<file path="src/rtl/data_transmission_unit_ser.sv">
// Serialises FIFO words onto LANES output bits, one word per N cycles, idle word when starved.
// FIFO data reaches ser_data_o 3 cycles after the read strobe; the FIFO is read at most once per word.
module data_transmission_unit_ser #(
    parameter int                    DATA_WIDTH = 32,
    parameter int                    LANES      = 1,
    parameter bit                    MSB_FIRST  = 1'b1,
    parameter logic [DATA_WIDTH-1:0] IDLE_WORD  = 32'hBCBC_BCBC
) (
    input  logic                  clk640MHz_i,
    input  logic                  rst_n_i,
    input  logic                  enable_i,
    input  logic [DATA_WIDTH-1:0] tx_fifo_rdata_i,
    input  logic                  tx_fifo_empty_i,
    output logic                  tx_fifo_rd_n_o,
    output logic [LANES-1:0]      ser_data_o,
    output logic                  word_start_o,
    output logic                  idle_o,
    output logic [15:0]           word_cnt_o
);

    localparam int N  = DATA_WIDTH / LANES;
    localparam int CW = $clog2(N);
    localparam logic [CW-1:0] SLICE_LAST  = CW'(N - 1);
    localparam logic [CW-1:0] SLICE_FETCH = CW'(N - 3);

    logic [CW-1:0]         r_bit_cnt;
    logic [DATA_WIDTH-1:0] r_shift;
    logic [DATA_WIDTH-1:0] r_hold;
    logic                  r_pend;
    logic                  r_idle;
    logic [15:0]           r_word_cnt;

    logic                  w_boundary;
    logic                  w_fetch;
    logic [DATA_WIDTH-1:0] w_shifted;

    assign w_boundary = (r_bit_cnt == SLICE_LAST);
    // The fetch slot sits two cycles before the boundary so the word is held in time to load.
    assign w_fetch    = (r_bit_cnt == SLICE_FETCH) && enable_i && !tx_fifo_empty_i && !r_pend;

    generate
        if (MSB_FIRST) begin : g_msb
            assign w_shifted  = {r_shift[DATA_WIDTH-LANES-1:0], {LANES{1'b0}}};
            assign ser_data_o = r_shift[DATA_WIDTH-1 -: LANES];
        end else begin : g_lsb
            assign w_shifted  = {{LANES{1'b0}}, r_shift[DATA_WIDTH-1:LANES]};
            assign ser_data_o = r_shift[LANES-1:0];
        end
    endgenerate

    always_ff @(posedge clk640MHz_i or negedge rst_n_i) begin
        if (!rst_n_i) begin
            r_bit_cnt  <= SLICE_LAST;
            r_shift    <= '0;
            r_hold     <= '0;
            r_pend     <= 1'b0;
            r_idle     <= 1'b1;
            r_word_cnt <= 16'd0;
        end else begin
            r_bit_cnt <= w_boundary ? '0 : r_bit_cnt + CW'(1);
            if (w_fetch) begin
                r_hold <= tx_fifo_rdata_i;
                r_pend <= 1'b1;
            end
            if (w_boundary) begin
                r_shift <= r_pend ? r_hold : IDLE_WORD;
                r_idle  <= !r_pend;
                r_pend  <= 1'b0;
                if (r_pend) begin
                    r_word_cnt <= r_word_cnt + 16'd1;
                end
            end else begin
                r_shift <= w_shifted;
            end
        end
    end

    assign tx_fifo_rd_n_o = !w_fetch;
    assign word_start_o   = (r_bit_cnt == '0) && rst_n_i;
    assign idle_o         = r_idle;
    assign word_cnt_o     = r_word_cnt;

endmodule
</file>
<file path="config.mk">
export PLATFORM = sky130hd
export DESIGN_NAME = data_transmission_unit_ser
export DESIGN_NICKNAME = d
export VERILOG_FILES = /design/src/rtl/data_transmission_unit_ser.sv
export SDC_FILE = /design/constraint.sdc
export NUM_CORES = 1
export LEC_CHECK = 0
export ABC_CLOCK_PERIOD_IN_PS = 4330
export CAP_MARGIN = 0
export CORE_UTILIZATION = 51
export CTS_BUF_LIST = sky130_fd_sc_hd__clkbuf_2 sky130_fd_sc_hd__clkbuf_4 sky130_fd_sc_hd__clkbuf_8
export CTS_CLUSTER_SIZE = 20
export DETAILED_ROUTE_END_ITERATION = 8
export PLACE_DENSITY_LB_ADDON = 0.25
export SYNTH_ARGS = -nofsm -noshare
export SYNTH_HDL_FRONTEND = slang
export SYNTH_SLANG_ARGS = --single-unit
export TNS_END_PERCENT = 50
</file>
<file path="constraint.sdc">
create_clock -name clk640MHz_i -period 4.33 [get_ports clk640MHz_i]
set_input_delay 0.433 -clock clk640MHz_i [delete_from_list [all_inputs] [get_ports clk640MHz_i]]
set_output_delay 0.433 -clock clk640MHz_i [all_outputs]
set_load 0.01 [all_outputs]
</file>
==> images/pins.png <==
Pins as bars across the die edge, other pins in grey.
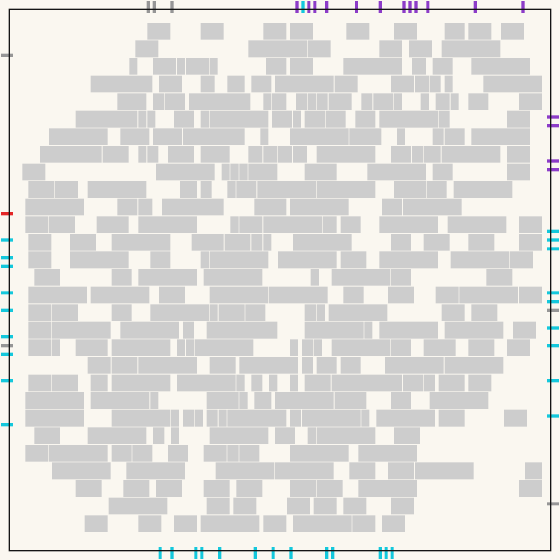
Key: purple = `word_cnt_o` [pins 16, direction output, edge 12 top, 4 right]; red = `idle_o` [pins 1, direction output, edge left]; cyan = `tx_fifo_rdata_i` [pins 32, direction input, edge 13 bottom, 9 left, 9 right, 1 top]
All pins by edge: 16 top, 15 right, 13 bottom, 12 left.

==> images/density.png <==
The die is cut into 8 by 8 equal tiles; white is low, dark blue is high, 0 to 100% covered.
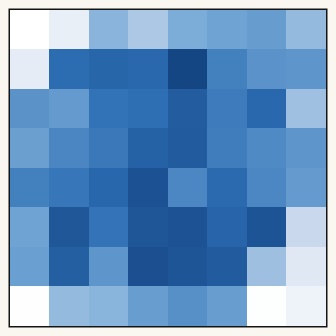
31% of the tiles are over 75% full. The fullest tile reaches 91%. The mean over all tiles is 59%.

==> reports/qor.yml <==
intPower_w: 0.001192
p_per_area_nw_per_um2: 348.8
diodes: 0
place_worst_setup_slack_ns: 1.655
clk_pin_slew_worst_paths_ns: 0.08
place.port_buffers: 55
yosysSeqAreaShare: 0.6445
synth_top_cell_by_count: "dfrtp_1"
gr-total-overflow: 0
status: "completed"
powerComb_w: 0.0000476
area_leaders: "dfrtp_1 60%, mux2_2 11%, o22a_1 5.2%"
ff_latch_area_um2: 2185
max_freq_mhz: 369.6
buffers: 59
initCoreUtil: 0.5308
numClockSinks: 87
topCombFamilyByArea: "multiplexers"
warning_count: 28
syn-num-nets: 293
tritoncts: "built"
finalSetupTns_ns: 0
syn_avg_cell_area_um2: 13.45
rsz0062_at_grt: "no"
cts_hold_buf: 1
largest_class: "sequential cells"
seqPwrFrac: 0.551
drt-initial-drc-count: 142
clockBufferDepth: 2
wl_per_cell_um: 14.61
num_rows: 29
final_area_um2: 4224
simple_gate_area_frac: 0.07826
synth_top_area_share: 0.5980
ys_chip_area_um2: 3390
antenna_found_initial: 0
synthArstFlopShare: 1.000
r2r_start: "r_bit_cnt[0]"
routed.top_layer: "met4"
detail-route-antenna-nets: 0
cp-end-kind: "primary output"
ff2ff_path_depth: 7
==> images/clock_map.png <==
Bar = 20 µm.
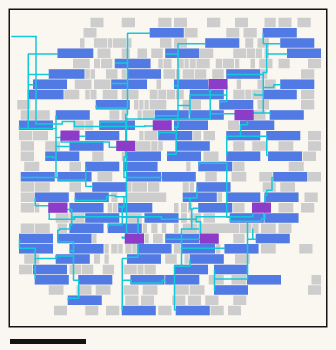
Key: purple = cells driving clock nets [count 9]; cyan = clock wires [length 882 µm]; blue = flip-flops [count 87]
There are 10 routed clock nets.

==> images/met3.png <==
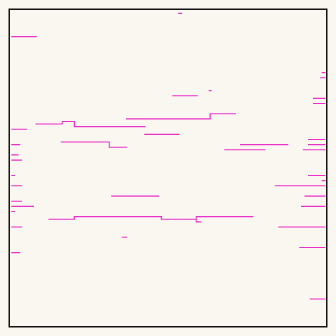
33 nets have wire on it. The layer carries 298 µm of wire. The layer holds 5.2% of the routed length.
Vias: 2040
WL final: 5743 µm
M3 GR Usage: 0.07122

-- critical path: cells and delay by family (launching register included) --
kind          cells  cell delay (ns)
simple gates      3             0.41
flops             1             0.57
buf+inv           3             0.93
-- how the worst min path moves through the flow --
stage | cells past startpoint | slack, ns | from | end
final | 1 | 0.47 | word_cnt_o[15] | word_cnt_o[15]
after detailed placement | 1 | 0.37 | rst_n_i | r_hold[11]
after global routing | 1 | 0.47 | r_shift[10] | r_shift[11]
after CTS | 1 | 0.47 | r_shift[10] | r_shift[11]
after global placement | 1 | 0.36 | rst_n_i | r_hold[11]
after floorplan | 0 | 0.14 | rst_n_i | r_hold[0]
-- metal layers --
layer	up-vias	GRT usage
met5	-	0
met4	0	0.05239
met3	10	0.07122
met2	47	0.2757
met1	1002	0.2621
li1	981	-
